`src/rtl/seq_scan_pkg.sv`:
```
// Shared types and default sizes for the sequential run-length scanner.
package seq_scan_pkg;

    localparam int DEF_WORD_W = 16;
    localparam int DEF_CNT_W  = 4;

    typedef enum logic [1:0] {
        IDLE   = 2'd0,
        SHIFT  = 2'd1,
        REPORT = 2'd2
    } state_t;

endpackage

```
`src/rtl/seq_scan_run_detector.sv`:
```
// Saturating run-of-ones counter with a registered threshold hit flag.
module run_detector
    import seq_scan_pkg::*;
#(
    parameter int CNT_W = DEF_CNT_W
) (
    input  logic             clk,
    input  logic             reset,
    input  logic             clr,
    input  logic             en,
    input  logic             scan_bit,
    input  logic [CNT_W-1:0] thr,
    output logic             hit
);

    localparam logic [CNT_W-1:0] RUN_MAX = {CNT_W{1'b1}};
    localparam logic [CNT_W-1:0] RUN_ONE = CNT_W'(1);

    logic [CNT_W-1:0] run;
    logic [CNT_W-1:0] run_nxt;
    logic             hit_nxt;

    // The hit compare uses the run after the current bit has been counted.
    always_comb begin
        run_nxt = '0;
        if (scan_bit) begin
            run_nxt = (run == RUN_MAX) ? run : run + RUN_ONE;
        end
        hit_nxt = (thr != '0) && (run_nxt >= thr);
    end

    always_ff @(posedge clk or negedge reset) begin
        if (!reset) begin
            run <= '0;
            hit <= 1'b0;
        end else if (clr) begin
            run <= '0;
            hit <= 1'b0;
        end else if (en) begin
            run <= run_nxt;
            hit <= hit_nxt;
        end
    end

endmodule

```
`src/rtl/seq_scan_ctrl.sv`:
```
// Accepts one word plus threshold, scans it MSB first one bit per cycle and
// reports how many positions closed a run of ones at or above the threshold.
module seq_scan_ctrl
    import seq_scan_pkg::*;
#(
    parameter int WORD_W = DEF_WORD_W,
    parameter int CNT_W  = DEF_CNT_W
) (
    input  logic                        clk,
    input  logic                        reset,
    input  logic                        in_valid,
    output logic                        in_ready,
    input  logic [WORD_W-1:0]           in_word,
    input  logic [CNT_W-1:0]            in_thr,
    output logic                        out_valid,
    input  logic                        out_ready,
    output logic [$clog2(WORD_W):0]     out_hits,
    output logic [$clog2(WORD_W)-1:0]   out_first,
    output logic                        out_found,
    output logic                        busy,
    output logic [1:0]                  dbg_state
);

    localparam int IDX_W   = $clog2(WORD_W) + 1;
    localparam int FIRST_W = $clog2(WORD_W);
    localparam logic [IDX_W-1:0] IDX_END = IDX_W'(WORD_W);
    localparam logic [IDX_W-1:0] IDX_ONE = IDX_W'(1);

    // Handshakes: a transfer happens on a rising edge where valid and ready are
    // both high. in_ready/out_valid depend only on state, never on the peer's
    // valid/ready, and out_* hold steady while out_valid waits for out_ready.

    state_t               state;
    state_t               state_nxt;
    logic [WORD_W-1:0]    word_q;
    logic [CNT_W-1:0]     thr_q;
    logic [IDX_W-1:0]     index;
    logic [IDX_W-1:0]     prev_idx;
    logic [IDX_W-1:0]     hits_q;
    logic [FIRST_W-1:0]   first_q;
    logic                 found_q;
    logic                 accept;
    logic                 scan_en;
    logic                 hit_valid;
    logic                 hit;

    assign accept    = in_valid && in_ready;
    assign scan_en   = (state == SHIFT) && (index != IDX_END);
    // The detector's hit is registered, so it describes the bit at index-1.
    assign hit_valid = (state == SHIFT) && (index != '0);
    assign prev_idx  = index - IDX_ONE;

    always_ff @(posedge clk or negedge reset) begin
        if (!reset) begin
            state <= IDLE;
        end else begin
            state <= state_nxt;
        end
    end

    always_comb begin
        state_nxt = state;
        case (state)
            IDLE:    if (accept) state_nxt = SHIFT;
            SHIFT:   if (index == IDX_END) state_nxt = REPORT;
            REPORT:  if (out_ready) state_nxt = IDLE;
            default: state_nxt = IDLE;
        endcase
    end

    always_comb begin
        in_ready  = (state == IDLE);
        out_valid = (state == REPORT);
        busy      = (state == SHIFT) || (state == REPORT);
        dbg_state = state;
    end

    always_ff @(posedge clk or negedge reset) begin
        if (!reset) begin
            word_q  <= '0;
            thr_q   <= '0;
            index   <= '0;
            hits_q  <= '0;
            first_q <= '0;
            found_q <= 1'b0;
        end else if (accept) begin
            word_q  <= in_word;
            thr_q   <= in_thr;
            index   <= '0;
            hits_q  <= '0;
            first_q <= '0;
            found_q <= 1'b0;
        end else if (state == SHIFT) begin
            if (scan_en) begin
                index  <= index + IDX_ONE;
                word_q <= {word_q[WORD_W-2:0], 1'b0};
            end
            if (hit_valid && hit) begin
                hits_q <= hits_q + IDX_ONE;
                if (!found_q) begin
                    found_q <= 1'b1;
                    first_q <= prev_idx[FIRST_W-1:0];
                end
            end
        end
    end

    run_detector #(
        .CNT_W (CNT_W)
    ) u_run_detector (
        .clk      (clk),
        .reset    (reset),
        .clr      (accept),
        .en       (scan_en),
        .scan_bit (word_q[WORD_W-1]),
        .thr      (thr_q),
        .hit      (hit)
    );

    assign out_hits  = hits_q;
    assign out_first = first_q;
    assign out_found = found_q;

endmodule

```
`config.mk`:
```
export PLATFORM = sky130hd
export DESIGN_NAME = seq_scan_ctrl
export DESIGN_NICKNAME = d
export VERILOG_FILES = /design/src/rtl/seq_scan_pkg.sv /design/src/rtl/seq_scan_run_detector.sv /design/src/rtl/seq_scan_ctrl.sv
export SDC_FILE = /design/constraint.sdc
export NUM_CORES = 1
export LEC_CHECK = 0
export CAP_MARGIN = 10
export CORE_MARGIN = 2
export CORE_UTILIZATION = 37
export CTS_CLUSTER_DIAMETER = 100
export DETAILED_ROUTE_END_ITERATION = 7
export REMOVE_ABC_BUFFERS = 1
export SYNTH_ARGS = -nofsm -noshare
export SYNTH_HDL_FRONTEND = slang
export SYNTH_SLANG_ARGS = --single-unit
```
`constraint.sdc`:
```
create_clock -name clk -period 5.65 [get_ports clk]
set_input_delay 0.8475 -clock clk [delete_from_list [all_inputs] [get_ports clk]]
set_output_delay 0.8475 -clock clk [all_outputs]
set_load 0.01 [all_outputs]
```
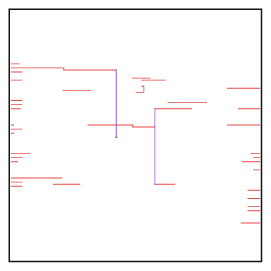
layers.png
Drawn at 3 px/um. Only two layers are drawn.
M3 -> red  # wire length 251 um
M4 -> purple  # wire length 47.6 um
WL/cell: 13.9 um
Detailed Route WL: 4950 um
total number of vias: 1,964
Global Route Usage Sum: 14.8%

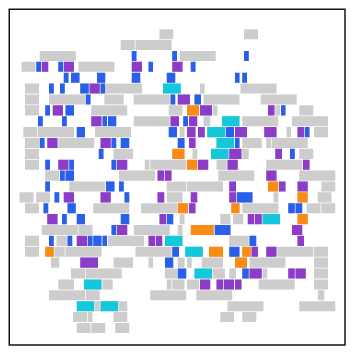
gates.png
Drawn at 4 px/um.
nand cells -> blue  # cells 72, most used nand2_1
and/or cells -> orange  # cells 13, most used or4_1
aoi and oai cells -> purple  # cells 59, most used o211ai_1
fa/ha/maj cells -> cyan  # cells 12, most used ha_1
Post-Layout Cell Count: 355
Comb/total area: 40.4%

==> flow_summary.ini <==
; synthesis and place-and-route metrics
[clocking]
hold_buffers = 0

[placement]
placedCellCount = 347

[final_timing]
worstMarginPinSlew_ps = 956
setup_tns_ps = 0
drv_slew = 0

[layout]
top_register = word_q
dominant_cells = combinational gates

[synthesis]
ys_cells = 249
ys_sh_adder_pct = 6.41
syn_area_mm2 = 0.00234
simple_gate_share_pct = 22.7
area_leaders = dfrtp_1 (45%), nand2_1 (6.7%), ha_1 (6.4%)
logic_family = simple AND/OR/NAND/NOR gates
ys_sh_aoi_pct = 17.4

[power]
power.density_mw_per_mm2 = 442
pwr-share-clk_pct = 16.6
power_w = 0.00125

[route]
dr.pass1.iters = 5
drc = 0

[critical_path]
max_stage_delay_ps = 560
worst-path-stages = 3
critPathMaxFanout = 5

[outcome]
status = finished clean
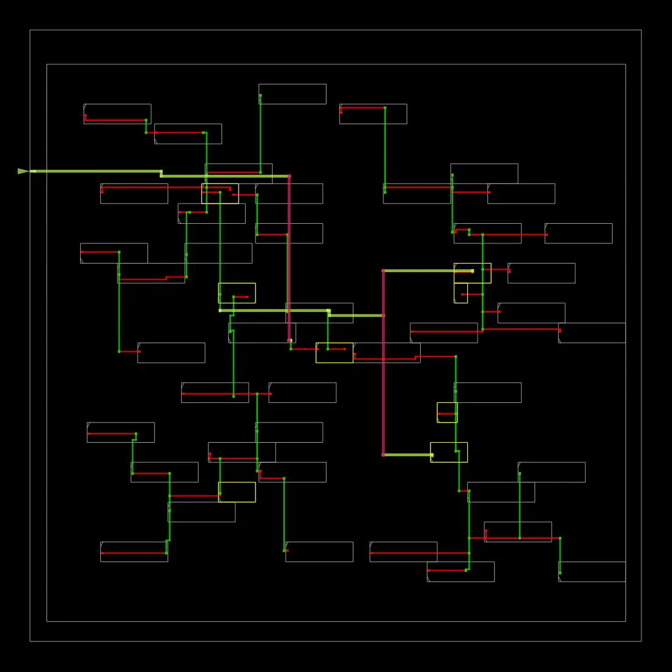
clock_nets.png
Num Clock Sinks: 42
clock buffer count: 6

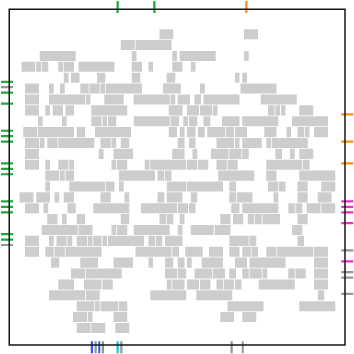
pinout.png
Drawn at 4 px/um. Pins as bars across the die edge, other pins in grey.
in_thr -> orange  # pins 4, direction input, edge 3 right, 1 top
out_hits -> magenta  # pins 5, direction output, edge right
in_word -> green  # pins 16, direction input, edge 14 left, 2 top
out_valid -> cyan  # pins 1, direction output, edge bottom
dbg_state -> blue  # pins 2, direction output, edge bottom
all pins by edge = 16 left, 12 right, 8 bottom, 3 top
Die X: 83.6 um
port bufs: 38
Die Y: 83.6 um

Power is estimated from default activity; no workload was simulated.
